<file path="config.mk">
export PLATFORM = sky130hd
export DESIGN_NAME = multiphase_clkgen
export DESIGN_NICKNAME = d
export VERILOG_FILES = /design/src/rtl/clkgen_pkg.sv /design/src/rtl/multiphase_clkgen_phase_timer.sv /design/src/rtl/multiphase_clkgen.sv
export SDC_FILE = /design/constraint.sdc
export NUM_CORES = 1
export LEC_CHECK = 0
export ABC_CLOCK_PERIOD_IN_PS = 4300
export CAP_MARGIN = 25
export CORE_MARGIN = 4
export CORE_UTILIZATION = 45
export DETAILED_ROUTE_END_ITERATION = 7
export GPL_ROUTABILITY_DRIVEN = 0
export MAX_ROUTING_LAYER = met4
export PLACE_DENSITY = 0.71
export SYNTH_ARGS = -nofsm -noshare
export SYNTH_HDL_FRONTEND = slang
export SYNTH_SLANG_ARGS = --single-unit
</file>
<file path="constraint.sdc">
create_clock -name clock -period 4.3 [get_ports clock]
set_input_delay 0.645 -clock clock [delete_from_list [all_inputs] [get_ports clock]]
set_output_delay 0.645 -clock clock [all_outputs]
set_load 0.05 [all_outputs]
</file>
<file path="src/rtl/clkgen_pkg.sv">
// Shared definitions for the multiphase clock generator.
// Contents:
//   state_t      - sequencer states IDLE / ACTIVE / GAP
//   DIV_W_DEF    - default width of the phase-width input
//   GAP_W_DEF    - default width of the dead-time input
//   norm_div()   - maps a programmed phase width of 0 onto 1
package clkgen_pkg;

    localparam int DIV_W_DEF = 8;
    localparam int GAP_W_DEF = 4;

    typedef enum logic [1:0] {
        IDLE   = 2'd0,
        ACTIVE = 2'd1,
        GAP    = 2'd2
    } state_t;

    // A phase is never shorter than one clock, so width 0 is treated as 1.
    function automatic logic [31:0] norm_div(input logic [31:0] d);
        if (d == 32'd0) begin
            return 32'd1;
        end else begin
            return d;
        end
    endfunction

endpackage

</file>
<file path="src/rtl/multiphase_clkgen_phase_timer.sv">
// phase_timer: loadable down-counter used to time phase and dead-time spans.
// Ports:
//   clock    - system clock, rising edge
//   reset_n  - asynchronous active-low reset, clears the count
//   load     - load load_val on the next edge (takes priority over tick)
//   load_val - value to load; the span lasts load_val+1 ticks
//   tick     - count down by one (saturates at zero)
//   tc       - terminal count, high while the count is zero
module phase_timer #(
    parameter int W = 8
) (
    input  logic         clock,
    input  logic         reset_n,
    input  logic         load,
    input  logic [W-1:0] load_val,
    input  logic         tick,
    output logic         tc
);

    logic [W-1:0] cnt_r;

    // Down-counter: load has priority, otherwise decrement until zero.
    always_ff @(posedge clock or negedge reset_n) begin
        if (!reset_n) begin
            cnt_r <= {W{1'b0}};
        end else if (load) begin
            cnt_r <= load_val;
        end else if (tick && (cnt_r != {W{1'b0}})) begin
            cnt_r <= cnt_r - W'(1);
        end else begin
            cnt_r <= cnt_r;
        end
    end

    assign tc = (cnt_r == {W{1'b0}});

endmodule

</file>
<file path="src/rtl/multiphase_clkgen.sv">
// multiphase_clkgen: one-hot, non-overlapping phase strobe generator.
// Ports:
//   clock      - system clock, rising edge
//   reset_n    - asynchronous active-low reset
//   enable     - run request; only looked at in IDLE and at rotation wrap
//   div        - clocks each phase is held high (0 treated as 1)
//   gap        - all-low dead-time clocks between phases (0 = none)
//   phase      - one-hot phase strobes, registered
//   phase_idx  - index of the current or most recent phase, registered
//   busy       - high while the sequencer is not IDLE, registered
//   cycle_done - one-clock pulse in the first cycle after a full rotation
module multiphase_clkgen
    import clkgen_pkg::*;
#(
    parameter int NUM_PHASES = 4,
    parameter int DIV_W      = DIV_W_DEF,
    parameter int GAP_W      = GAP_W_DEF,
    parameter int IDX_W      = $clog2(NUM_PHASES)
) (
    input  logic                  clock,
    input  logic                  reset_n,
    input  logic                  enable,
    input  logic [DIV_W-1:0]      div,
    input  logic [GAP_W-1:0]      gap,
    output logic [NUM_PHASES-1:0] phase,
    output logic [IDX_W-1:0]      phase_idx,
    output logic                  busy,
    output logic                  cycle_done
);

    localparam logic [IDX_W-1:0]      LAST_IDX  = IDX_W'(NUM_PHASES - 1);
    localparam logic [NUM_PHASES-1:0] ONE_HOT0  = NUM_PHASES'(1);

    state_t                  state_r, state_s;
    logic [IDX_W-1:0]        idx_r, idx_s;
    logic [DIV_W-1:0]        div_q_r, div_sel_s;
    logic [GAP_W-1:0]        gap_q_r, gap_sel_s;
    logic [NUM_PHASES-1:0]   phase_r, phase_s;
    logic                    busy_r, done_r;
    logic                    latch_s, adv_s, done_s;
    logic                    load_act_s, load_gap_s, tick_act_s, tick_gap_s;
    logic                    act_tc_s, gap_tc_s;

    // Next-state logic; advancing past the last phase is the only place
    // (besides leaving IDLE) where enable is honoured and div/gap relatched.
    always_comb begin
        state_s    = state_r;
        idx_s      = idx_r;
        latch_s    = 1'b0;
        adv_s      = 1'b0;
        done_s     = 1'b0;
        load_act_s = 1'b0;
        load_gap_s = 1'b0;
        tick_act_s = 1'b0;
        tick_gap_s = 1'b0;
        case (state_r)
            IDLE: begin
                if (enable) begin
                    state_s    = ACTIVE;
                    idx_s      = {IDX_W{1'b0}};
                    latch_s    = 1'b1;
                    load_act_s = 1'b1;
                end else begin
                    state_s = IDLE;
                end
            end
            ACTIVE: begin
                if (act_tc_s) begin
                    if (gap_q_r != {GAP_W{1'b0}}) begin
                        state_s    = GAP;
                        load_gap_s = 1'b1;
                    end else begin
                        adv_s = 1'b1;
                    end
                end else begin
                    tick_act_s = 1'b1;
                end
            end
            GAP: begin
                if (gap_tc_s) begin
                    adv_s = 1'b1;
                end else begin
                    tick_gap_s = 1'b1;
                end
            end
            default: begin
                state_s = IDLE;
                idx_s   = {IDX_W{1'b0}};
            end
        endcase

        if (adv_s) begin
            if (idx_r == LAST_IDX) begin
                done_s = 1'b1;
                if (enable) begin
                    state_s    = ACTIVE;
                    idx_s      = {IDX_W{1'b0}};
                    latch_s    = 1'b1;
                    load_act_s = 1'b1;
                end else begin
                    // Stop; phase_idx keeps pointing at the final phase.
                    state_s = IDLE;
                end
            end else begin
                state_s    = ACTIVE;
                idx_s      = idx_r + IDX_W'(1);
                load_act_s = 1'b1;
            end
        end else begin
            done_s = 1'b0;
        end
    end

    // Freshly sampled div/gap are used for the very load that latches them.
    always_comb begin
        div_sel_s = div_q_r;
        gap_sel_s = gap_q_r;
        if (latch_s) begin
            div_sel_s = DIV_W'(norm_div(32'(div)));
            gap_sel_s = gap;
        end else begin
            div_sel_s = div_q_r;
            gap_sel_s = gap_q_r;
        end
    end

    // Output decode from the next state so the strobes come straight off flops.
    always_comb begin
        phase_s = {NUM_PHASES{1'b0}};
        if (state_s == ACTIVE) begin
            phase_s = ONE_HOT0 << idx_s;
        end else begin
            phase_s = {NUM_PHASES{1'b0}};
        end
    end

    phase_timer #(.W(DIV_W)) u_act_timer (
        .clock    (clock),
        .reset_n  (reset_n),
        .load     (load_act_s),
        .load_val (div_sel_s - DIV_W'(1)),
        .tick     (tick_act_s),
        .tc       (act_tc_s)
    );

    phase_timer #(.W(GAP_W)) u_gap_timer (
        .clock    (clock),
        .reset_n  (reset_n),
        .load     (load_gap_s),
        .load_val (gap_q_r - GAP_W'(1)),
        .tick     (tick_gap_s),
        .tc       (gap_tc_s)
    );

    // Sequencer state, latched settings and registered outputs.
    always_ff @(posedge clock or negedge reset_n) begin
        if (!reset_n) begin
            state_r <= IDLE;
            idx_r   <= {IDX_W{1'b0}};
            div_q_r <= {DIV_W{1'b0}};
            gap_q_r <= {GAP_W{1'b0}};
            phase_r <= {NUM_PHASES{1'b0}};
            busy_r  <= 1'b0;
            done_r  <= 1'b0;
        end else begin
            state_r <= state_s;
            idx_r   <= idx_s;
            div_q_r <= div_sel_s;
            gap_q_r <= gap_sel_s;
            phase_r <= phase_s;
            busy_r  <= (state_s != IDLE);
            done_r  <= done_s;
        end
    end

    assign phase      = phase_r;
    assign phase_idx  = idx_r;
    assign busy       = busy_r;
    assign cycle_done = done_r;

endmodule

</file>
==> job_summary.md, run 1 <==
## PnR job results

| Metric | Value |
|---|---|
| Run status | finished clean |
| Clk buf depth | 2 |
| Nets | 219 |
| Synth top area cells | dfrtp_1 46%, mux2_2 9.8%, mux2i_1 6.0% |
| Data arrival, critical path | 3.92 ns |
| Top cell category | multi-input combinational cells |
| WHS Path Cells | 1 |
| Syn-to-layout area delta | 20.79% |
| Max cap viols | 0 |
| Main logic family after synthesis | multiplexers |
| First-pass GRT wire length | 6.844 mm |
| Fill cell count | 326 |
| Cells after DPL | 238 |
| Crit path time final | 3.740 ns |
| WL final | 3.940 mm |
| NonClk Buf Share | 0.1129 |
| Cts repair resizes | 0 |
| Setup-failing EPs final | 0 |
| Inverter count | 11 |
| Remaining DRCs | 0 |
| Power per cell area | 634.6 nW/um^2 |
| Synth Seq Share | 0.4635 |
| Syn nets | 190 |
| Logic power comb | 623 uW |
| Clk_skew | 0.006657 ns |
| TritonCTS clock tree | yes |
| Non-Filler Instances | 246 |
| Worst Setup SP | state_r[0] |
| Crit-path max cell delay | 0.68 ns |
| Buffers excl. clock | 26 |
| Top-area cell share | 0.4635 |
| Ant. Diodes | 0 |
| WP depth | 10 |
| Max Fclk | 267.4 MHz |
| Comb/total area | 0.4165 |
| Flop2flop setup slack | 0.56 ns |
| Total power | 1.407 mW |
| Commonest non-fill, non-tap cell in the layout | dfrtp_1 |
| Top pwr grp | combinational cells |
| HP Class | reg -> reg |
| CTS Hold Bufs | 0 |
| Final hold viol count | 0 |
| Clk pwr share | 0.172 |
| Post-synth EDFFs | 0 |
| Met2 Use GR | 0.2878 |
| Flops out of synthesis | 34 |
| Metal2 WL | 2.020 mm |
| Fa+ha+maj area frac | 0.04772 |
| H-tree depth | 2 |
| Share of cells above drive strength 1 | 0.1616 |
| Clock buf/inv share | 0.04120 |
| MI comb area | 923.4 sq um |
| Yosys aoi share | 0.1343 |
| Top Layout Cells | 34 x dfrtp_1, 22 x clkdlybuf4s50_1, 16 x mux2_2 |
| Starting DRC count in detailed routing | 96 |
| CP Cell Sequence | inv_1, ha_1, or4b_1, nor2_1, o21ai_0, a21boi_1, mux2i_1, nand3_1, or4_1, o311a_1 |
| GRT Util Overall | 0.1752 |
| Leakage power | 1.002 nW |
| Crit path to | u_act_timer.cnt_r[5] |
| Vias in the first global route | 1441 |
| Core Box Area | 3799 sq um |
| Inserted Clock Buffers | 5 |
| Avg Inst Size Synth | 10.93 sq um |
| Critical path type | reg -> reg |
| Async SR Flop Fraction | 1.000 |
| CP Buf/Inv Count | 1 |
| Synthesized instance count | 168 |
| Synth area leader | dfrtp_1 |
| Worst-Margin Slew | 0.8686 ns |
| Element type at the critical path end | register |
| Switching power total | 543.8 uW |
| Post-synthesis xor/xnor area fraction | 0.02386 |
Figure 1. Pin placement (run 1).
Pins as bars across the die edge, other pins in gray.
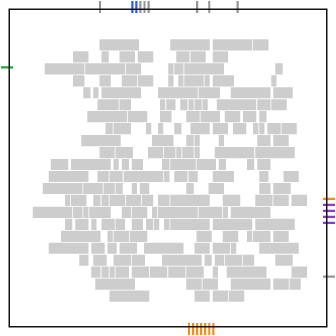
- `phase_idx`: blue (pins 2; direction output; edge top)
- `gap`: purple (pins 4; direction input; edge right)
- `div`: orange (pins 8; direction input; edge 7 bottom, 1 right)
- `clock`: green (pins 1; direction input; edge left)

Figure 2. Clock network drawn from the DEF (run 1).
The bar under the picture is 20 um long.
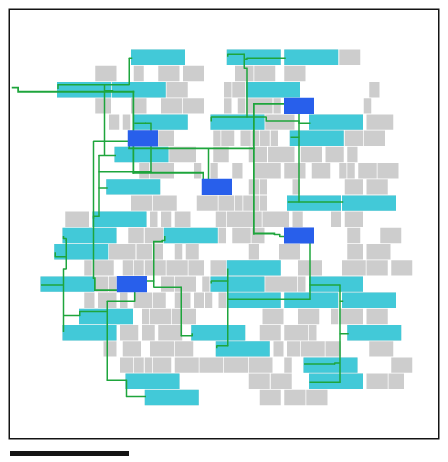
- clock wires: green (length 449 um)
- clock-net drivers: blue (count 5)
- flip-flops: cyan (count 34)
- routed clock nets: 6

Figure 3. Sequential cells colored by netlist name (run 1).
Other sequential cells in the stronger gray, the rest of the logic in the fainter gray.
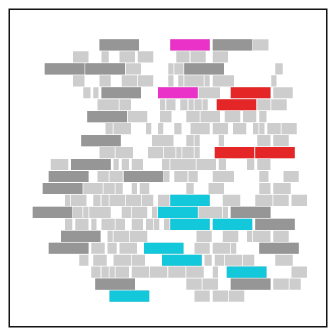
- `u_gap_timer.cnt_r`: red (placed flops 4)
- `state_r`: magenta (placed flops 2)
- `div_q_r`: cyan (placed flops 8)
- not colored: 20

Figure 4. Clock routing (run 1).
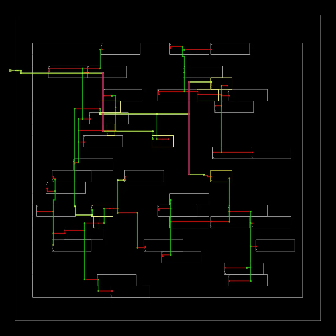
registers: 34
CLK BUF: 7

==> run 2, diff against run 1 <==
- CORE_MARGIN: 4 -> unset
Figure 5. Sequential cells colored by netlist name (run 2).
Other sequential cells in the stronger gray, the rest of the logic in the fainter gray.
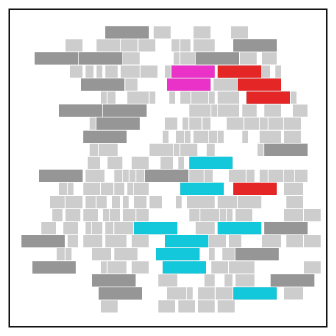
- `div_q_r`: cyan (placed flops 8)
- `u_gap_timer.cnt_r`: red (placed flops 4; where upper right)
- `state_r`: magenta (placed flops 2)

==> run 2 against run 1 <==
Synthesized cell count unchanged. Fmax increased by 4.1%. Setup slack gained 0.15 ns. Register-to-register slack gained 0.15 ns. Critical endpoint unchanged.
==> job_summary.md, run 2 <==
## PnR job results

| Metric | Value |
|---|---|
| Buffers excl. clock | 26 |
| Top cell category | multi-input combinational cells |
| Post-synth EDFFs | 0 |
| Root Driver | clkbuf_8 |
| Seq area share | 0.3864 |
| TritonCTS clock tree | yes |
| Top pwr grp | combinational cells |
| Clock buf/inv share | 0.03466 |
| GRT Util Overall | 0.2137 |
| WP depth | 8 |
| Share of cells above drive strength 1 | 0.1523 |
| GRT Max-Usage Layer | met2 |
| Yosys chip area | 1836 sq um |
| CP Cell Sequence | nor4_1, and4_1, o21ai_0, a21boi_1, mux2i_1, nand3_1, or4_1, o311a_1 |
| Synthesized instance count | 168 |
| Main logic family after synthesis | multiplexers |
| Setup-failing EPs final | 0 |
| Fin util | 0.5797 |
| CP required | 4.47 ns |
| # Taps | 48 |
| Tool warnings | 29 |
| Reg2Reg Capture Point | u_act_timer.cnt_r[5] |
| Core Box Area | 3799 sq um |
| Die height | 65.87 um |
| Top-area cell share | 0.4635 |
| Largest net degree at the start of global routing | 23 |
| CTS Hold Bufs | 0 |
| Combinational share of power | 0.449 |
| Max Fclk | 278.3 MHz |
| Synth top area cells | dfrtp_1 46%, mux2_2 9.8%, mux2i_1 6.0% |
| Max cap viols | 0 |
| Inverter count | 11 |
| Synth area leader | dfrtp_1 |
| Design area | 2202 sq um |
| Die width | 65.87 um |
| Post-DP Area | 2126 sq um |
| Distinct lib cells | 42 |
| Met1 GRT Util | 0.2514 |
| Commonest cells in the netlist | 34 x dfrtp_1, 16 x mux2_2, 11 x inv_1, 11 x mux2i_1, 11 x nand2_1 |
| Switching power total | 541.8 uW |
| Flop+latch power | 543 uW |
| Critical path type | reg -> reg |
| Pre-CTS setup slack | 0.7351 ns |
| Clock transition at the registers of the reported paths | 0.06 ns |
| Run status | finished clean |
| Final hold viol count | 0 |
| WHS Path Cells | 1 |
| Registers | 34 |
| Top Layer Used | met4 |
| Comb/total area | 0.4193 |
| Dominant register cell | dfrtp_1 |
| Power per cell area | 630.1 nW/um^2 |
| Post-synthesis xor/xnor area fraction | 0.02386 |
| HP Class | reg -> reg |
| Crit-path max cell delay | 0.62 ns |
| Non-Filler Instances | 245 |
| Avg Inst Size Synth | 10.93 sq um |
| Data arrival, critical path | 3.76 ns |
| Worst-Margin Slew | 0.8491 ns |
| Seq pwr share | 0.391 |
| CLK BUF | 7 |
| Io pins | 23 |
| Internal power | 845.8 uW |
| Yosys aoi share | 0.1343 |
| Clk buf depth | 2 |
| Metal2 WL | 1.913 mm |
| Global route overflow | 0 |
| Critical path's top delay family | simple AND/OR/NAND/NOR gates |
| Fa+ha+maj area frac | 0.04772 |
| Peak VDD IR | 303.8 uV |
| Syn nets | 190 |
| Setup Buffers After CTS | 0 |
| FP Util | 0.4832 |
| First-pass DRT Iterations | 4 |
| CP Buf/Inv Count | 0 |
| Starting DRC count in detailed routing | 78 |
| Register area | 850.8 sq um |
| # rows | 22 |
| Pins Over Slew Limit | 0 |
| Flop2flop setup slack | 0.71 ns |
| Final period util | 0.8357 |
| Worst Setup SP | u_act_timer.cnt_r[5] |
| Element type at the critical path end | register |
| Slowest CP cell | nor4_1 |
| First-pass GRT wire length | 6.713 mm |
| Met1 WL | 1.767 mm |
| Commonest non-fill, non-tap cell in the layout | dfrtp_1 |
| Detail Placement HPWL | 2.943 mm |
| Crit path to | u_act_timer.cnt_r[5] |
| Leakage power | 0.9922 nW |
| Inserted Clock Buffers | 5 |
| NonClk Buf Share | 0.1136 |
| Met2 Use GR | 0.3469 |
| Cell with the most instances after synthesis | dfrtp_1 |
| Synth warn | 0 |
| Antenna-violating nets left | 0 |
| Fin Hold WS | 0.5138 ns |
| CP startpoint kind | register |
| Syn-to-layout area delta | 19.97% |
| Worst hold path endpoint | div_q_r[1] |
| WL final | 3.903 mm |
| Die ar. | 4338 sq um |
| Max FO, Critical Path | 6 |
| Fill cell count | 321 |
| FF-to-FF path depth | 8 |
| Remaining DRCs | 0 |
| H-tree depth | 2 |
| Top Layout Cells | 34 x dfrtp_1, 22 x clkdlybuf4s50_1, 16 x mux2_2 |
| Post-DR wirelength/cell | 15.93 um |
| Nets | 219 |
| Logic power comb | 623 uW |
| Slew margin rel. | 0.4339 |
| Vias in the first global route | 1440 |
| Total power | 1.388 mW |
| Comb gates | 119 |
| Flops out of synthesis | 34 |
| Ant. Diodes | 0 |
| Crit path time final | 3.593 ns |
| TNS Setup | 0 ns |
| Synth Seq Share | 0.4635 |
| Async SR Flop Fraction | 1.000 |
| Cells after DPL | 238 |
| MUX area fraction | 0.1663 |
| Cts repair resizes | 0 |
| Final setup margin | 0.7067 ns |
| MI comb area | 923.4 sq um |
| Via/cell ratio | 5.751 |
Figure 6. Clock network drawn from the DEF (run 2).
The bar under the picture is 20 um long.
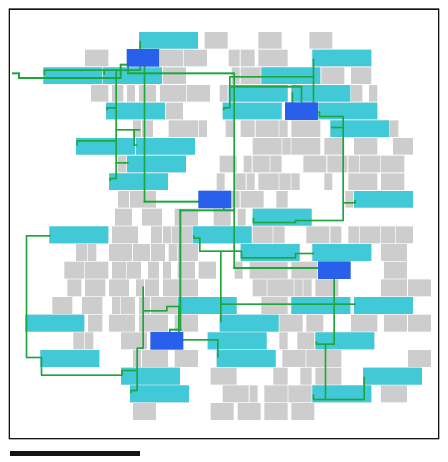
Clk. pwr: 222 uW
Clk pwr share: 0.160
clk_skew: 0.006876 ns
clk_lat worst skew: 0.29 ns

==> run 3, diff against run 2 <==
- ABC_CLOCK_PERIOD_IN_PS: 4300 -> 3500
- clock period: 4.3 -> 3.5 ns (I/O delays scaled with it)
Figure 7. Signal wires by layer (run 3).
The bar under the picture is 20 um long.
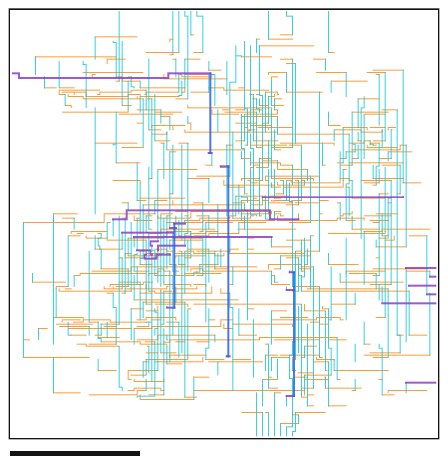
- M3: purple (wire length 161 um)
- M2: cyan (wire length 1830 um)
- M1: orange (wire length 1730 um)
- M4: blue (wire length 73.4 um)

==> run 3 against run 2 <==
Clock skew is 0.0021 ns lower. Hold slack worse by 0.013 ns. Critical path depth is 3 higher. Register-to-register slack worse by 0.56 ns. Synthesized cell count stayed put. Sequential cell count stayed put. Fmax is 7.1% higher. Critical endpoint unchanged. Highest routed layer unchanged.
==> job_summary.md, run 3 <==
## PnR job results

| Metric | Value |
|---|---|
| Leakage power | 1.036 nW |
| Final setup margin | 0.1445 ns |
| Post-synth EDFFs | 0 |
| Root Driver | clkbuf_8 |
| Setup-failing EPs final | 0 |
| Die width | 65.87 um |
| Synthesized instance count | 168 |
| CTS Hold Bufs | 0 |
| Design area | 2270 sq um |
| Metal2 WL | 1.825 mm |
| Pins Over Slew Limit | 0 |
| GRT Max-Usage Layer | met2 |
| # Taps | 48 |
| TritonCTS clock tree | yes |
| Seq area share | 0.3749 |
| Seq pwr share | 0.379 |
| Antenna-violating nets left | 0 |
| Syn-to-layout area delta | 23.65% |
| Distinct lib cells | 42 |
| Core Box Area | 3799 sq um |
| Yosys chip area | 1836 sq um |
| Nets | 226 |
| MUX area fraction | 0.1663 |
| Post-DR wirelength/cell | 14.98 um |
| Fill cell count | 321 |
| Clk_skew | 0.004770 ns |
| TNS Setup | 0 ns |
| Slowest CP cell | or4b_1 |
| Commonest non-fill, non-tap cell in the layout | dfrtp_1 |
| Cells after DPL | 245 |
| Die height | 65.87 um |
| Power per cell area | 776.0 nW/um^2 |
| Met1 GRT Util | 0.2428 |
| HP Class | reg -> reg |
| Synth Seq Share | 0.4635 |
| Worst Setup SP | state_r[0] |
| Tool warnings | 29 |
| Data arrival, critical path | 3.52 ns |
| Logic power comb | 804 uW |
| Share of cells above drive strength 1 | 0.1902 |
| Post-DP Area | 2178 sq um |
| Registers | 34 |
| Detail Placement HPWL | 2.864 mm |
| Internal power | 1.098 mW |
| Total power | 1.761 mW |
| Crit path to | u_act_timer.cnt_r[5] |
| Buffers excl. clock | 33 |
| Crit path time final | 3.355 ns |
| NonClk Buf Share | 0.1334 |
| WP depth | 11 |
| Commonest cells in the netlist | 34 x dfrtp_1, 16 x mux2_2, 11 x inv_1, 11 x mux2i_1, 11 x nand2_1 |
| Synth warn | 0 |
| Comb gates | 119 |
| Top Layer Used | met4 |
| Largest net degree at the start of global routing | 35 |
| Met1 WL | 1.730 mm |
| Clock transition at the registers of the reported paths | 0.07 ns |
| Dominant register cell | dfrtp_1 |
| Reg2Reg Capture Point | u_act_timer.cnt_r[5] |
| Die ar. | 4338 sq um |
| Yosys aoi share | 0.1343 |
| Element type at the critical path end | register |
| Combinational share of power | 0.456 |
| Comb/total area | 0.4068 |
| Final hold viol count | 0 |
| Top Layout Cells | 34 x dfrtp_1, 22 x clkdlybuf4s50_1, 16 x mux2_2 |
| CP startpoint kind | register |
| Critical path's top delay family | AND-OR/OR-AND gates |
| Max Fclk | 298.0 MHz |
| Fin Hold WS | 0.5010 ns |
| Slew margin rel. | 0.5213 |
| WHS Path Cells | 1 |
| Top pwr grp | combinational cells |
| Ant. Diodes | 0 |
| Crit-path max cell delay | 0.50 ns |
| Syn nets | 190 |
| Inverter count | 11 |
| Peak VDD IR | 443.9 uV |
| Run status | finished clean |
Figure 8. Clock network drawn from the DEF (run 3).
The bar under the picture is 20 um long.
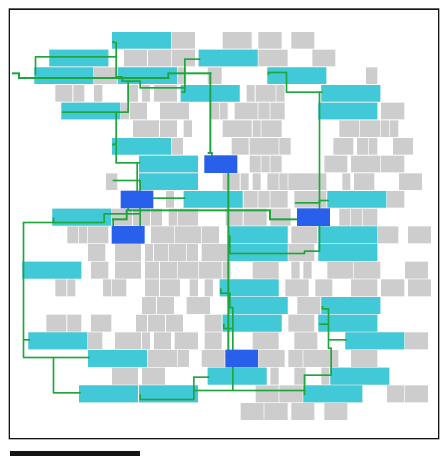
- flip-flops: cyan (count 34)
- clock-net drivers: blue (count 5)
- clock wires: green (length 408 um)
- routed clock nets: 6
- flops lie: spread over the die

Power figures rest on the tool's default switching activity, not on a simulated workload.
